**Routed clock nets over the placement**

Scale: 6 px per µm.
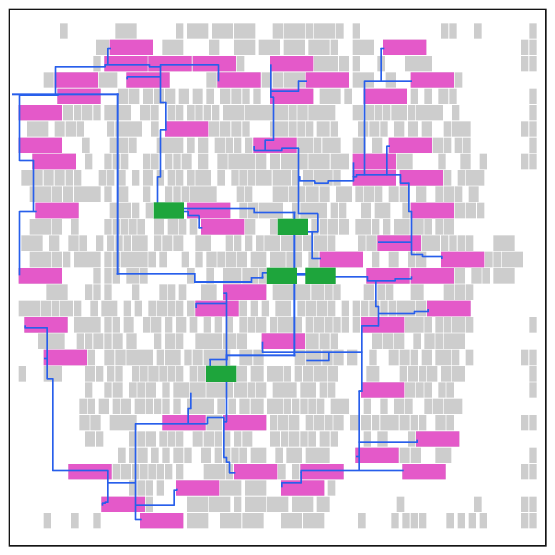
**Clock routing**

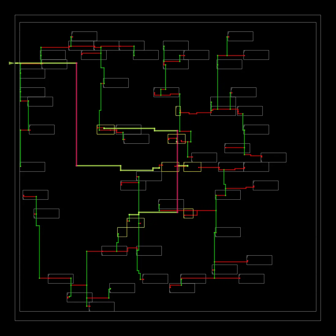
**Signal wires by layer**

Scale: 3 px per µm.
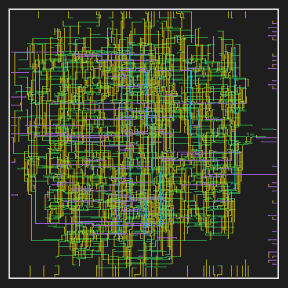
File: src/rtl/neural_compressor_pkg.sv
// Shared types and constants for the neural delta/run compression link.
// Packet-type codes are common to the compressor and the decompressor.
package neural_compressor_pkg;

  localparam int DATA_WIDTH = 16;

  localparam logic [1:0] PKT_DELTA   = 2'b00;
  localparam logic [1:0] PKT_RUN     = 2'b01;
  localparam logic [1:0] PKT_SPIKE   = 2'b10;
  localparam logic [1:0] PKT_LITERAL = 2'b11;

  typedef enum logic {
    S_PASS,
    S_RUN
  } run_state_e;

  typedef struct packed {
    logic [15:0] sample_count;
    logic [15:0] spike_count;
    logic [15:0] run_count;
    logic        no_ref_err;
  } decomp_stats_t;

endpackage

File: src/rtl/delta_decompressor_if.sv
// Packet-in / sample-out valid/ready bundle of the delta decompressor.
// The slave modport is the decompressor side.
interface delta_decompressor_if
  import neural_compressor_pkg::*;
#(
  parameter int DATA_W = DATA_WIDTH
);

  logic [DATA_W-1:0] packet_in;
  logic [1:0]        packet_type;
  logic              valid_in;
  logic              ready_out;
  logic [DATA_W-1:0] data_out;
  logic              spike_out;
  logic              valid_out;
  logic              ready_in;

  modport slave (
    input  packet_in, packet_type, valid_in, ready_in,
    output ready_out, data_out, spike_out, valid_out
  );

  modport master (
    output packet_in, packet_type, valid_in, ready_in,
    input  ready_out, data_out, spike_out, valid_out
  );

endinterface

File: src/rtl/delta_run_expander.sv
// Run-length expansion control: run counter, PASS/RUN FSM, input ready.
// run_load asks the top to (re)present the reference sample.
module delta_run_expander
  import neural_compressor_pkg::*;
#(
  parameter int RUN_W = DATA_WIDTH
) (
  input  logic             clk,
  input  logic             rst_n,
  input  logic             run_req,
  input  logic [RUN_W-1:0] run_n,
  input  logic             valid_out,
  input  logic             ready_in,
  output logic             ready_out,
  output logic             run_load
);

  run_state_e       state, state_nx;
  logic [RUN_W-1:0] run_cnt, run_cnt_nx;

  assign ready_out = (state == S_PASS)
                   && (!valid_out || ready_in);

  always_ff @(posedge clk) begin
    if (!rst_n) begin
      state   <= S_PASS;
      run_cnt <= '0;
    end else begin
      state   <= state_nx;
      run_cnt <= run_cnt_nx;
    end
  end

  always_comb begin
    state_nx   = state;
    run_cnt_nx = run_cnt;
    run_load   = 1'b0;
    unique case (state)
      S_PASS: begin
        if (run_req && ready_out && run_n != '0) begin
          run_load   = 1'b1;
          run_cnt_nx = run_n - RUN_W'(1);
          if (run_n != RUN_W'(1)) state_nx = S_RUN;
        end
      end
      S_RUN: begin
        // next copy goes out as the current one is taken
        if (valid_out && ready_in) begin
          run_load   = 1'b1;
          run_cnt_nx = run_cnt - RUN_W'(1);
          if (run_cnt == RUN_W'(1)) state_nx = S_PASS;
        end
      end
      default: ;
    endcase
  end

endmodule

File: src/rtl/delta_decompressor.sv
// Delta/run packet decompressor: rebuilds samples and spike flags.
// Define DECOMP_STATS_EN to enable the sample/spike/run counters.
module delta_decompressor
  import neural_compressor_pkg::*;
#(
  parameter int DATA_W = DATA_WIDTH,
  parameter int RUN_W  = DATA_W
) (
  input  logic                 clk,
  input  logic                 rst_n,
  delta_decompressor_if.slave  bus,
  output decomp_stats_t        stats
);

  logic [DATA_W-1:0] prev, sum, data_q;
  logic spike_q, valid_q, has_ref, no_ref_err;
  logic ready, run_load, acc, xfer;
  logic is_delta, is_run, is_spike, is_lit;

  assign is_delta = bus.packet_type == PKT_DELTA;
  assign is_run   = bus.packet_type == PKT_RUN;
  assign is_spike = bus.packet_type == PKT_SPIKE;
  assign is_lit   = bus.packet_type == PKT_LITERAL;

  assign acc  = bus.valid_in && ready;
  assign xfer = valid_q && bus.ready_in;
  assign sum  = prev + bus.packet_in;

  assign bus.ready_out = ready;
  assign bus.data_out  = data_q;
  assign bus.spike_out = spike_q;
  assign bus.valid_out = valid_q;

  delta_run_expander #(.RUN_W(RUN_W)) u_exp (
    .clk       (clk),
    .rst_n     (rst_n),
    .run_req   (bus.valid_in && is_run),
    .run_n     (bus.packet_in[RUN_W-1:0]),
    .valid_out (valid_q),
    .ready_in  (bus.ready_in),
    .ready_out (ready),
    .run_load  (run_load)
  );

  always_ff @(posedge clk) begin
    if (!rst_n) begin
      data_q     <= '0;
      spike_q    <= 1'b0;
      valid_q    <= 1'b0;
      prev       <= '0;
      has_ref    <= 1'b0;
      no_ref_err <= 1'b0;
    end else begin
      if (xfer) valid_q <= 1'b0;
      if (acc) begin
        unique case (1'b1)
          is_lit, is_spike: begin
            data_q  <= bus.packet_in;
            spike_q <= is_spike;
            valid_q <= 1'b1;
            prev    <= bus.packet_in;
            has_ref <= 1'b1;
          end
          is_delta: begin
            data_q  <= sum;
            spike_q <= 1'b0;
            valid_q <= 1'b1;
            prev    <= sum;
            if (!has_ref) no_ref_err <= 1'b1;
          end
          is_run: begin
            // a zero-length run is swallowed here
            if (run_load) begin
              data_q  <= prev;
              spike_q <= 1'b0;
              valid_q <= 1'b1;
              if (!has_ref) no_ref_err <= 1'b1;
            end
          end
          default: ;
        endcase
      end else if (run_load) begin
        data_q  <= prev;
        spike_q <= 1'b0;
        valid_q <= 1'b1;
      end
    end
  end

`ifdef DECOMP_STATS_EN
  logic [15:0] sample_cnt, spike_cnt, run_cnt_s;

  always_ff @(posedge clk) begin
    if (!rst_n) begin
      sample_cnt <= '0;
      spike_cnt  <= '0;
      run_cnt_s  <= '0;
    end else begin
      if (xfer) sample_cnt <= sample_cnt + 16'd1;
      if (xfer && spike_q) spike_cnt <= spike_cnt + 16'd1;
      if (acc && is_run && run_load) run_cnt_s <= run_cnt_s + 16'd1;
    end
  end

  assign stats = '{sample_count: sample_cnt,
                   spike_count:  spike_cnt,
                   run_count:    run_cnt_s,
                   no_ref_err:   no_ref_err};
`else
  assign stats = '{sample_count: 16'd0,
                   spike_count:  16'd0,
                   run_count:    16'd0,
                   no_ref_err:   no_ref_err};
`endif

endmodule

File: src/flat_wrapper.sv
// flat-port wrapper written by rule: the top's interface ports become plain ports
module delta_decompressor_flat import neural_compressor_pkg::*;
#(
  parameter int DATA_W = DATA_WIDTH,
  parameter int RUN_W  = DATA_W
)
  (clk, rst_n, stats, bus_packet_in, bus_packet_type, bus_valid_in, bus_ready_in, bus_ready_out, bus_data_out, bus_spike_out, bus_valid_out);
  delta_decompressor_if #(.DATA_W(DATA_W)) bus_i ();
  input  logic clk;
  input  logic rst_n;
  output decomp_stats_t stats;
  input wire logic [$bits(bus_i.packet_in)-1:0] bus_packet_in;
  input wire logic [$bits(bus_i.packet_type)-1:0] bus_packet_type;
  input wire logic [$bits(bus_i.valid_in)-1:0] bus_valid_in;
  input wire logic [$bits(bus_i.ready_in)-1:0] bus_ready_in;
  output wire logic [$bits(bus_i.ready_out)-1:0] bus_ready_out;
  output wire logic [$bits(bus_i.data_out)-1:0] bus_data_out;
  output wire logic [$bits(bus_i.spike_out)-1:0] bus_spike_out;
  output wire logic [$bits(bus_i.valid_out)-1:0] bus_valid_out;
  assign bus_i.packet_in = bus_packet_in;
  assign bus_i.packet_type = bus_packet_type;
  assign bus_i.valid_in = bus_valid_in;
  assign bus_i.ready_in = bus_ready_in;
  assign bus_ready_out = bus_i.ready_out;
  assign bus_data_out = bus_i.data_out;
  assign bus_spike_out = bus_i.spike_out;
  assign bus_valid_out = bus_i.valid_out;
  delta_decompressor #(.DATA_W(DATA_W), .RUN_W(RUN_W)) u_core (.clk(clk), .rst_n(rst_n), .bus(bus_i), .stats(stats));
endmodule
File: config.mk
export PLATFORM = sky130hd
export DESIGN_NAME = delta_decompressor_flat
export DESIGN_NICKNAME = d
export VERILOG_FILES = /design/src/rtl/neural_compressor_pkg.sv /design/src/rtl/delta_decompressor_if.sv /design/src/rtl/delta_run_expander.sv /design/src/rtl/delta_decompressor.sv /design/src/flat_wrapper.sv
export SDC_FILE = /design/constraint.sdc
export NUM_CORES = 1
export LEC_CHECK = 0
export ABC_AREA = 1
export CAP_MARGIN = 20
export CORE_UTILIZATION = 57
export DETAILED_ROUTE_END_ITERATION = 6
export PLACE_DENSITY = 0.95
export SLEW_MARGIN = 0
export SYNTH_ARGS = -nofsm -noshare
export SYNTH_HDL_FRONTEND = slang
export SYNTH_SLANG_ARGS = --single-unit
File: constraint.sdc
create_clock -name clk -period 3.36 [get_ports clk]
set_clock_uncertainty 0.15 [all_clocks]
set_input_delay 0.504 -clock clk [delete_from_list [all_inputs] [get_ports clk]]
set_output_delay 0.504 -clock clk [all_outputs]
set_load 0.05 [all_outputs]
==> impl_metrics.py <==
# Synthesis and PnR figures
metrics = {
    "cells_and_area": {
        "num-multi-input-gates": 526,
        "syn2layout_area_growth_pct": 8.81,
        "seq_share": 0.225,
        "num_antenna_cells": 0,
        "nNonClkBuffers": 48,
        "clock_area_frac": 0.0186,
        "fin_nets": 760,
    },
    "clock_network": {
        "cts_setup_buffers": 0,
        "cts_resized": 0,
        "clock_path_buffers": 2,
    },
    "global_routing": {
        "grt_busiest_layer": "met2",
        "grt_overflow": 0,
        "use_met1": 0.356,
        "grt_util_met2": 0.493,
        "grt_pass1_wl_um": 18000,
    },
    "min_path": {
        "min_to": "u_core.no_ref_err$_SDFFE_PN0P_",
    },
    "die": {
        "die-area_um2": 7950,
        "num_rows": 31,
    },
    "routing": {
        "met1_length_um": 4380,
        "ant_nets": 0,
        "route.met3.wl_um": 881,
    },
    "setup_path": {
        "critPathSlowestCell": "clkdlybuf4s50_1",
        "worstSetupEndpointType": "output pin",
        "critical_path_buf_inv_count": 4,
        "path_class": "input port to output pin",
    },
    "synth": {
        "simple_gate_area_frac": 0.317,
        "yosysTopAreaCell": "dfxtp_1",
        "fa_ha_area_frac": 0.0595,
        "aoi_share": 0.173,
        "ys_types": 41,
        "top_cell_area_share": 0.245,
        "common_cells": "nand2_1 (156), inv_1 (78), nor2_1 (67)",
        "ys_cells": 685,
        "async_reset_ff_frac": 0,
    },
    "sta": {
        "fin_crit_ns": 2.81,
        "tightestPinTransition_ns": 0.629,
        "postLayoutSetupSlackWorst_ns": 0.555,
        "slew_headroom": 0.579,
        "slew_violations": 0,
    },
    "place": {
        "gp_congestion": 0.914,
        "dp_cells": 810,
        "dp_hpwl_um": 8320,
    },
    "power": {
        "p_int_mw": 1.04,
        "p_seq_frac": 0.392,
        "power.group.top": "combinational logic",
        "ir_drop_mv": 0.218,
    },
    "flow_run": {
        "maxCapViolCount": 0,
        "warnings": 28,
    },
    "outcome": {
        "status": "completed",
    },
}
-- 'routed clock nets over the placement' (at the start) --
- green: clock-net drivers (count 5)
- magenta: flip-flops (count 53)
- blue: clock wires (length 668 µm)
- flops lie: widely spread
- routed clock nets: 6
Clock Latency Late Sink: 0.31 ns
Clk. pwr: 367 µW
Clock power frac: 0.201

-- 'clock routing' (at the start) --
clock buffers: 6
cts bufs inserted: 5
Clock Sinks: 53
seq_cells: 53

-- 'signal wires by layer' (at the start) --
- green: M1 (wire length 4380 µm)
- cyan: M4 (wire length 443 µm)
- purple: M3 (wire length 881 µm)
- yellow: M2 (wire length 5360 µm)

Power figures rest on the tool's default switching activity, not on a simulated workload.
